$ cat config.mk
export PLATFORM = sky130hd
export DESIGN_NAME = systolic_nxn_serial
export DESIGN_NICKNAME = d
export VERILOG_FILES = /design/src/rtl/systolic_nxn_serial.sv
export SDC_FILE = /design/constraint.sdc
export NUM_CORES = 2
export LEC_CHECK = 0
export CORE_AREA = 2 2 235 237
export CTS_CLUSTER_DIAMETER = 120
export DETAILED_ROUTE_END_ITERATION = 16
export DIE_AREA = 0 0 237 239
export DONT_BUFFER_PORTS = 1
export GPL_ROUTABILITY_DRIVEN = 0
export PLACE_DENSITY = 0.73
export SLEW_MARGIN = 0
export SYNTH_ARGS = -nofsm -noshare
export SYNTH_HDL_FRONTEND = slang
export SYNTH_SLANG_ARGS = --single-unit
$ cat constraint.sdc
create_clock -name clk -period 8.7 [get_ports clk]
set_input_delay 1.74 -clock clk [delete_from_list [all_inputs] [get_ports clk]]
set_output_delay 1.74 -clock clk [all_outputs]
set_load 0.02 [all_outputs]
$ cat src/rtl/systolic_nxn_serial.sv
`default_nettype none
// ============================================================================
// Module   : systolic_nxn_serial
// Summary  : NxN matrix-vector job engine with bit-serial operand loading.
// Revision : 1.0
// ============================================================================
module systolic_nxn_serial #(
  parameter int N  = 4,
  parameter int DW = 4,
  parameter int AW = 2*DW + $clog2(N)
) (
  input  logic          clk,
  input  logic          reset,
  input  logic          start,
  input  logic          keep_w,
  input  logic          signed_mode,
  input  logic [N-1:0]  bit_inputs,
  output logic          busy,
  output logic [AW-1:0] results [N-1:0],
  output logic          valid_out,
  output logic          done
);

  localparam int c_BW = $clog2(DW);
  localparam int c_SW = $clog2(N);
  localparam int c_CW = $clog2(2*N);
  localparam logic [c_BW-1:0] c_BIT_LAST = c_BW'(DW-1);
  localparam logic [c_SW-1:0] c_SET_LAST = c_SW'(N-1);
  localparam logic [c_SW-1:0] c_SET_PEN  = c_SW'(N-2);
  localparam logic [c_CW-1:0] c_CYC_LAST = c_CW'(2*N-2);

  typedef enum logic [2:0] {
    S_IDLE    = 3'd0,
    S_LOAD_W  = 3'd1,
    S_LOAD_X  = 3'd2,
    S_COMPUTE = 3'd3,
    S_OUTPUT  = 3'd4
  } state_t;

  state_t          r_state;
  logic [c_BW-1:0] r_bit;
  logic [c_SW-1:0] r_set;
  logic [c_CW-1:0] r_cyc;
  logic            r_signed;
  logic [DW-1:0]   r_w [N-1:0][N-1:0];
  logic [DW-1:0]   r_x [N-1:0][N-1:0];

  logic [c_SW-1:0] w_k;
  logic [AW-1:0]   w_beat [N-1:0];

  function automatic logic [AW-1:0] ext(input logic [DW-1:0] v, input logic sg);
    if (sg) return AW'($signed(v));
    return AW'(v);
  endfunction

  // Beat being prepared: beat 0 on the last compute edge, then the one after r_set.
  always_comb begin
    w_k = '0;
    if (r_state == S_OUTPUT && r_set != c_SET_LAST) w_k = r_set + 1'b1;
  end

  // Modular AW-bit arithmetic gives the low AW bits of the full-precision sum.
  always_comb begin
    for (int i = 0; i < N; i++) begin
      w_beat[i] = '0;
      for (int j = 0; j < N; j++)
        w_beat[i] = w_beat[i] + ext(r_w[i][j], r_signed) * ext(r_x[w_k][j], r_signed);
    end
  end

  always_ff @(posedge clk or posedge reset) begin
    if (reset) begin
      r_state   <= S_IDLE;
      r_bit     <= '0;
      r_set     <= '0;
      r_cyc     <= '0;
      r_signed  <= 1'b0;
      busy      <= 1'b0;
      valid_out <= 1'b0;
      done      <= 1'b0;
      for (int i = 0; i < N; i++) begin
        results[i] <= '0;
        for (int j = 0; j < N; j++) begin
          r_w[i][j] <= '0;
          r_x[i][j] <= '0;
        end
      end
    end else begin
      case (r_state)
        S_IDLE: begin
          if (start) begin
            r_signed <= signed_mode;
            r_bit    <= '0;
            r_set    <= '0;
            busy     <= 1'b1;
            r_state  <= keep_w ? S_LOAD_X : S_LOAD_W;
          end
        end
        S_LOAD_W, S_LOAD_X: begin
          for (int j = 0; j < N; j++) begin
            if (r_state == S_LOAD_W) r_w[r_set][j][r_bit] <= bit_inputs[j];
            else                     r_x[r_set][j][r_bit] <= bit_inputs[j];
          end
          if (r_bit == c_BIT_LAST) begin
            r_bit <= '0;
            if (r_set == c_SET_LAST) begin
              r_set <= '0;
              r_cyc <= '0;
              r_state <= (r_state == S_LOAD_W) ? S_LOAD_X : S_COMPUTE;
            end else begin
              r_set <= r_set + 1'b1;
            end
          end else begin
            r_bit <= r_bit + 1'b1;
          end
        end
        S_COMPUTE: begin
          if (r_cyc == c_CYC_LAST) begin
            r_state   <= S_OUTPUT;
            r_set     <= '0;
            results   <= w_beat;
            valid_out <= 1'b1;
            done      <= 1'b0;
          end else begin
            r_cyc <= r_cyc + 1'b1;
          end
        end
        S_OUTPUT: begin
          if (r_set == c_SET_LAST) begin
            r_state   <= S_IDLE;
            busy      <= 1'b0;
            valid_out <= 1'b0;
            done      <= 1'b0;
          end else begin
            r_set   <= r_set + 1'b1;
            results <= w_beat;
            done    <= (r_set == c_SET_PEN);
          end
        end
        default: r_state <= S_IDLE;
      endcase
    end
  end

endmodule
`default_nettype wire

==> results.json <==
{
  "finalWorstSetupSlack_ps": 323,
  "cts_tree": "built",
  "grt_use_met1_pct": 34.1,
  "cts.clk_slew.worst_paths_ps": 80,
  "grt_antenna_before_repair": 1,
  "postCtsSetupBuffers": 0,
  "place_ws_ps": 121,
  "status": "finished, final reports clean",
  "ctsHoldBuffers": 0,
  "drtIter0Drc": 1231,
  "numPortBuffers": 0,
  "n_antenna_cell": 1,
  "reg2reg_depth": 26,
  "wl_um": 73500,
  "drv_slew": 0,
  "cp_data_arrival_time_ps": 8770,
  "worstMarginPinSlew_ps": 1140,
  "via_count": 19977,
  "htreeDepth": 4,
  "min_period_over_period_pct": 96.3,
  "die_area_mm2": 0.0566,
  "n_all_inverters": 734,
  "hold_depth": 1,
  "synth-warning-count": 0,
  "worstSetupEndpoint": "results[29]$_DFFE_PP0P_",
  "clkSinkCount": 182,
  "io_pins": 52,
  "synth-edff-count": 0,
  "warnings": 48,
  "ys_ff": 182,
  "fa_ha_area_share_pct": 48.2,
  "nClkBuffers": 18,
  "r2r_slack_ps": 320,
  "grt_max_degree": 109,
  "nWellTaps": 704,
  "syn_avg_cell_area_um2": 9.96,
  "cap_violations": 0,
  "hp-start": "r_cyc[2]$_DFFE_PP0P_",
  "ys_top_logic_family": "adder cells",
  "fin_cells": 3678,
  "n_all_buffers": 60,
  "root_buffer": "clkbuf_16",
  "antenna_left": 0,
  "cp_top_family": "adder cells",
  "rsz0062_at_grt": "false",
  "yosys.area_share.simple_pct": 10.5,
  "xor_area_share_pct": 6.73,
  "end_kind": "flop",
  "met2_usage_pct": 48.4,
  "comb_area_mm2": 0.0220,
  "ys_async_sr_fraction_pct": 100,
  "max_stage_delay_ps": 620,
  "crit_top_cell": "fa_1",
  "finalSetupTns_ps": 0,
  "fin_crit_ps": 8380,
  "final_common_cell": "inv_1",
  "cp-start-kind": "flop",
  "setup.worst_path.start": "r_set[1]$_DFFE_PP0P_",
  "ys_sh_aoi_pct": 3.61,
  "drc": 0,
  "synthCells": 2967,
  "synth_stat.cells": 2967,
  "dpl-instance-area_mm2": 0.0306,
  "reg_top3": "r_w (64), r_x (64), results (40)",
  "areaGrowthSynthToFinish_pct": 5.82,
  "path_depth": 26,
  "nFillCells": 4467,
  "hold_viol": 0,
  "setup_viol": 0,
  "cts-resized-gates": 0,
  "clk_share_pct": 1.98,
  "comb_cells": 1965,
  "whs_ps": 498,
  "fp_nets": 3828,
  "worstPathRequired_ps": 9090
}
==> synthesized netlist by cell type (2+ instances only) <==
master | n | area, µm²
a2111oi_4 | 2 | 55.1
a21o_1 | 14 | 105
a21oi_1 | 58 | 290
a221o_1 | 5 | 50.1
a221oi_1 | 9 | 78.8
a22oi_1 | 3 | 22.5
a31oi_1 | 12 | 75.1
and2_1 | 139 | 870
and2_4 | 2 | 17.5
and3_1 | 10 | 62.6
buf_1 | 5 | 18.8
buf_2 | 8 | 40.0
clkbuf_1 | 68 | 255
clkbuf_2 | 3 | 15.0
dfrtp_1 | 182 | 4550
fa_1 | 478 | 9570
ha_1 | 374 | 4680
inv_1 | 732 | 2750
mux2_2 | 128 | 1440
mux2i_1 | 4 | 40.0
nand2_1 | 204 | 766
nand2b_1 | 8 | 50.1
nand3_1 | 54 | 270
nand3_2 | 4 | 40.0
nor2_1 | 63 | 236
nor2b_1 | 91 | 569
nor3_1 | 10 | 50.1
o211ai_1 | 2 | 15.0
o21a_1 | 3 | 22.5
o21ai_0 | 26 | 130
o21ai_1 | 5 | 25.0
o21bai_1 | 8 | 60.1
o41ai_1 | 2 | 17.5
or2_2 | 19 | 119
xnor2_1 | 171 | 1500
xnor3_1 | 8 | 180
xor2_1 | 31 | 272
==> routing by layer <==
layer | part of all wire [%] | routed length, µm
met1 | 40 | 29500
met2 | 50 | 36600
met3 | 5.3 | 3910
met4 | 4.7 | 3450
met5 | 0 | 0
**Clock distribution**

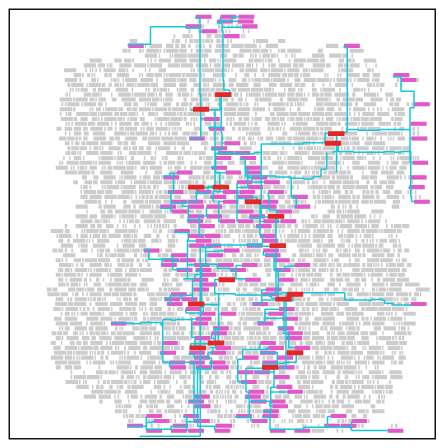
[cyan] clock wires | length: 2740 µm
[magenta] flip-flops | count: 182
[red] cells driving clock nets | count: 17
routed clock nets: 18
worst skew pair latency: 470 ps
skew final: 21.0 ps

**Power grid**

Pins as bars on the die edge. Tap cells in gray.
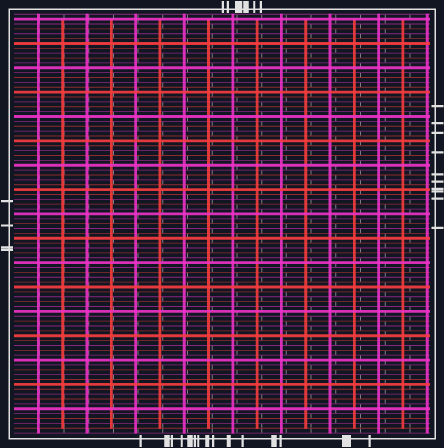
[magenta] VSS
[red] VDD
met1 rails: 87
rows: 86
met4 straps: 17
die y size: 239 µm
Die Width: 237 µm
Core ar.: 0.0543 mm²

**Sequential cells grouped by signal name**

Other sequential cells in the stronger gray, the rest of the logic in the fainter gray.
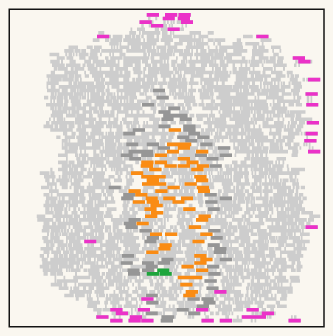
[magenta] results | placed flops: 40 | where: widely spread
[green] r_state | placed flops: 3
[orange] r_x | placed flops: 64
not colored: 75
Final Util: 57.6%
register area: 0.00456 mm²
Seq area share: 14.6%

